### config.mk
export PLATFORM = sky130hd
export DESIGN_NAME = pc_unit
export DESIGN_NICKNAME = d
export VERILOG_FILES = /design/src/rtl/pc_unit.sv
export SDC_FILE = /design/constraint.sdc
export NUM_CORES = 1
export LEC_CHECK = 0
export CAP_MARGIN = 10
export CORE_AREA = 2 2 133 70
export CTS_CLUSTER_SIZE = 28
export DETAILED_ROUTE_END_ITERATION = 10
export DIE_AREA = 0 0 135 72
export GPL_TIMING_DRIVEN = 0
export PLACE_DENSITY = 0.8
export SYNTH_ARGS = -nofsm -noshare
export SYNTH_HDL_FRONTEND = slang
export SYNTH_SLANG_ARGS = --single-unit
### constraint.sdc
create_clock -name clk -period 3.1 [get_ports clk]
set_clock_uncertainty 0.15 [all_clocks]
set_input_delay 0.775 -clock clk [delete_from_list [all_inputs] [get_ports clk]]
set_output_delay 0.775 -clock clk [all_outputs]
set_load 0.03 [all_outputs]
### src/rtl/pc_unit.sv
// Program counter with RUN/HALT/FAULT control and a saturating fetch counter.
// PC_ALIGN_CHECK_EN enables the misaligned-target fault; otherwise targets are word-aligned.
module pc_unit #(
  parameter logic [31:0] RESET_VECTOR = 32'h0000_0000,
  parameter int          COUNT_W      = 32
) (
  input  logic               clk,
  input  logic               reset,
  input  logic [31:0]        NextPC,
  input  logic               Stall,
  input  logic               Halt,
  input  logic               Resume,
  output logic [31:0]        PC,
  output logic [31:0]        PC_Plus4,
  output logic               Running,
  output logic               Faulted,
  output logic [31:0]        FaultAddr,
  output logic [COUNT_W-1:0] FetchCount
);

  localparam logic [1:0] S_RUN   = 2'd0;
  localparam logic [1:0] S_HALT  = 2'd1;
  localparam logic [1:0] S_FAULT = 2'd2;

  logic [1:0]         state_q, state_d;
  logic [31:0]        pc_q, pc_d;
  logic [COUNT_W-1:0] cnt_q, cnt_d;
  logic [COUNT_W-1:0] cnt_inc;
  logic               advance;
  logic [31:0]        target;

  // Counter sticks at all-ones instead of wrapping.
  assign cnt_inc = (&cnt_q) ? cnt_q : cnt_q + 1'b1;
  assign advance = (state_q == S_RUN) && !Halt && !Stall;

`ifdef PC_ALIGN_CHECK_EN
  logic [31:0] fa_q, fa_d;
  logic        misal;

  assign misal  = advance && (NextPC[1:0] != 2'b00);
  assign target = NextPC;
`else
  logic unused_nextpc_lsb;

  assign unused_nextpc_lsb = ^NextPC[1:0];
  assign target            = {NextPC[31:2], 2'b00};
`endif

  always_comb begin
    state_d = state_q;
    pc_d    = pc_q;
    cnt_d   = cnt_q;
`ifdef PC_ALIGN_CHECK_EN
    fa_d    = fa_q;
`endif
    case (state_q)
      S_RUN: begin
`ifdef PC_ALIGN_CHECK_EN
        if (misal) begin
          state_d = S_FAULT;
          fa_d    = NextPC;
        end else
`endif
        if (Halt) begin
          state_d = S_HALT;
        end else if (advance) begin
          pc_d  = target;
          cnt_d = cnt_inc;
        end
      end
      S_HALT: begin
        if (Resume) state_d = S_RUN;
      end
      default: ;
    endcase
  end

  always_ff @(posedge clk or posedge reset) begin
    if (reset) begin
      state_q <= S_RUN;
      pc_q    <= RESET_VECTOR;
      cnt_q   <= '0;
    end else begin
      state_q <= state_d;
      pc_q    <= pc_d;
      cnt_q   <= cnt_d;
    end
  end

`ifdef PC_ALIGN_CHECK_EN
  always_ff @(posedge clk or posedge reset) begin
    if (reset) fa_q <= 32'h0;
    else       fa_q <= fa_d;
  end

  assign Faulted   = (state_q == S_FAULT);
  assign FaultAddr = fa_q;
`else
  assign Faulted   = 1'b0;
  assign FaultAddr = 32'h0;
`endif

  assign PC         = pc_q;
  assign PC_Plus4   = pc_q + 32'd4;
  assign Running    = (state_q == S_RUN);
  assign FetchCount = cnt_q;

endmodule

Logic cells by family:
Scale: 4 px per µm.
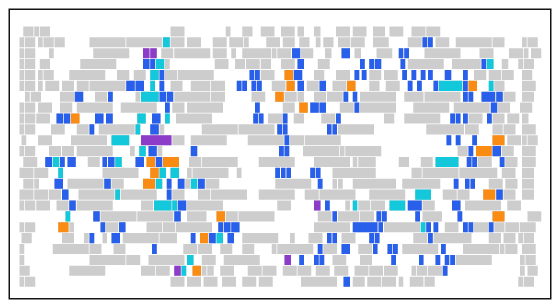
[blue] NAND gates | cells: 162 | most used: nand2_1 | where: widely spread
[orange] AND and OR gates | cells: 19 | most used: and3_1
[purple] inverting AOI/OAI gates | cells: 6 | most used: o21ai_0
[cyan] NOR gates | cells: 32 | most used: nor2_1

Metal layers overlaid:
Scale: 3 px per µm. Only two layers are drawn.
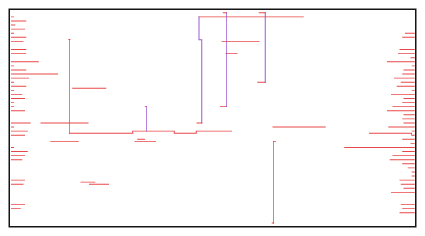
[red] met3 | wire length: 530 µm
[purple] met4 | wire length: 157 µm

Pin map:
Scale: 4 px per µm. Pins as bars across the die edge, other pins in gray.
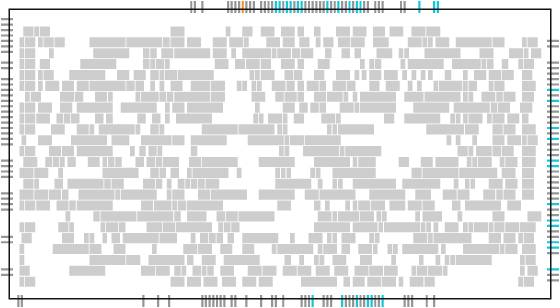
[orange] reset | pins: 1 | direction: input | edge: north
[cyan] PC | pins: 32 | direction: output | edge: 14 north, 12 east, 6 south

[final cells by class]
class	instances	share of cell area (%)
plain buffers	47	5.70
clock buffers	14	5.11
clock inverters	2	1.08
inverters	10	0.676
multi-input cells	317	32.5
flip-flops and latches	63	28.5
well taps	117	2.64
repair buffers	137	23.9
[repair_timing]
action | in CTS | in global routing
pin swaps | 5 | 3
buffers inserted | 6 | 3
resized | 64 | 22
endpoints found under the setup margin | 24 | 14
[registers in the layout, indices dropped and copies added, names as in the netlist]
register	flops
FetchCount	32
PC	30
state_q	1
[power by group]
group,total [mW],internal [mW],switching [mW],leakage (nW)
logic,1.37,0.557,0.817,1.56
clock network,1.13,0.791,0.340,0.169
registers,1.17,0.958,0.212,0.817
total,3.67,2.31,1.37,2.55
==> run summary <==
yosys + openroad results -> gr busiest metal met2, period utilization 96.9%, Core Util at FP roughly two fifths, DIE AREA just under 0.01 mm², Post-Syn Instances roughly 400, placed inst area roughly 0.0051 mm², Placement Rows 24, via count 3278, H-tree levels 3, WHS Path Cells 1, Top cells by area dfrtp_1 45%, xnor2_1 12%, nand2_1 11%, buf_4 7.8%, nand3_1 4.8%, Worst Hold Launch FetchCount[31]$_DFFE_PP0P_, cell leakage power between 2 and 3 nW, Congestion Overflow GR 0, CTS buffer count 9, Synth flops about 63, Main logic family simple AND/OR/NAND/NOR gates, final hold vios 0, Tmin final 3.01 ns, status finished, final reports clean, met3 Use GR under 10%, setup TNS 0 ns, num ports 167, Design Area, Final between 0.005 and 0.006 mm², Flop area 0.00158 mm², drt first pass iters 4, Synth area leader dfrtp_1, most frequent logic cell in the layout nand2_1, Final Slew Violations 0, max layer used met4, total routed wirelength around 9300 µm, Multiplexer share less than 1%, Num Clock Sinks about 63, Top cell area share between 40 and 50%, worst hold path class register to register, type of origin of the critical path register, synthesized area per cell between 8 and 9 µm², Buf+Inv Stages, Crit Path 2, area figure in the yosys stat output 0.00354 mm², routed len/inst ~13 µm, met2 wire len about 4600 µm, GPL Wtd Cong about 0.79, CP arrival 2.08 ns, Synth Flop Type dfrtp_1, CTS tree yes, CTS root buf clkbuf_16, Mapped Area ~0.0035 mm², core box area ~0.0085 mm², Worst-Margin Slew 0.678 ns, Final Core Density between 60% and 70%, Latency at later pin roughly 0.32 ns, warnings from Yosys 0, placed insts slightly below 700, vias in the first global route between 3k and 4k, Post-synth top cells 108 x nand2_1, 63 x dfrtp_1, 47 x xnor2_1, Largest delay share family, worst path simple AND/OR/NAND/NOR gates, Post-synth EDFFs 0, crit path capture type primary output, clock slew at reported path FFs around 0.050 ns, Setup violations, final 0, DIE WIDTH 135 µm, Rel. slew slack 54.7%, Crit Path Max Fanout 10, slowest stage cell, crit path dfrtp_1, met3 wire len around 530 µm, Critical Path Stages 7, Die Y 72 µm, largest net degree at the start of global routing 34, worst vdd ir ~0.36 mV, share of layout cells above drive strength 1 around 17%, Setup crit end PC_Plus4[23], Logic area between 0.0015 and 0.002 mm², met1 usage 23.6%, slowest stage delay, CP between 0.4 and 0.5 ns, AND/OR/NAND/NOR Cells, Area Fraction between 20 and 30%, overall routing resource usage roughly a fifth, Worst EP required around 2.2 ns, OpenROAD warning count 28, maximum clock frequency approximately 0.33 GHz, adder share less than 1%, CP cell instances and4_4, nand3_2, nor3_4, buf_12, nand3_1, xnor2_1, clkdlybuf4s15_2, Hold Path End FetchCount[31]$_DFFE_PP0P_, DPL Wire Length approximately 6900 µm, reg-to-reg slack, setup just over 0.6 ns, MaxCap Viol Count 0, Layout Cells excl Fill 707, first-pass GRT wire length 14700 µm, met1 wire length 4040 µm, number of DRC markers in iteration 0 160, DR DRC count 0, Filler cells 724, number of cells on the worst reg-to-reg path 6, Setup crit start PC[15]$_DFFE_PP0P_, hold buffer count at cts 0, ANT cells 0, DRT antenna net count 0, DP Worst Slack -0.430 ns, Yosys Instances 401, WS Path Type register to primary output, fraction of registers with async set/reset 100%, dominant logic cell types in the final layout 108 x nand2_1, 102 x clkdlybuf4s50_1, 59 x dfrtp_1, 47 x xnor2_1, 46 x buf_4, Complex Gates by Area under 10%, IO buf count 127, PD cells 661 mW/mm², antenna violations before repair 0, Unique cell types 30, hold slack 0.355 ns, Design Power ~3.7 mW, GRT met2 Usage roughly 33%, Final WS setup 0.0946 ns, sequential-to-total area share from yosys stat roughly 45%, Nets around 620, CTS max path bufs 2, Area Overhead vs Synth 56.9%, R2R Path Start FetchCount[9]$_DFFE_PP0P_, average vias per placed instance 4.64, XOR Share, Synth 14.4%, Reg-to-Reg End FetchCount[15]$_DFFE_PP0P_, top-count cell post-synth nand2_1
Power and IR drop assume default switching activity.
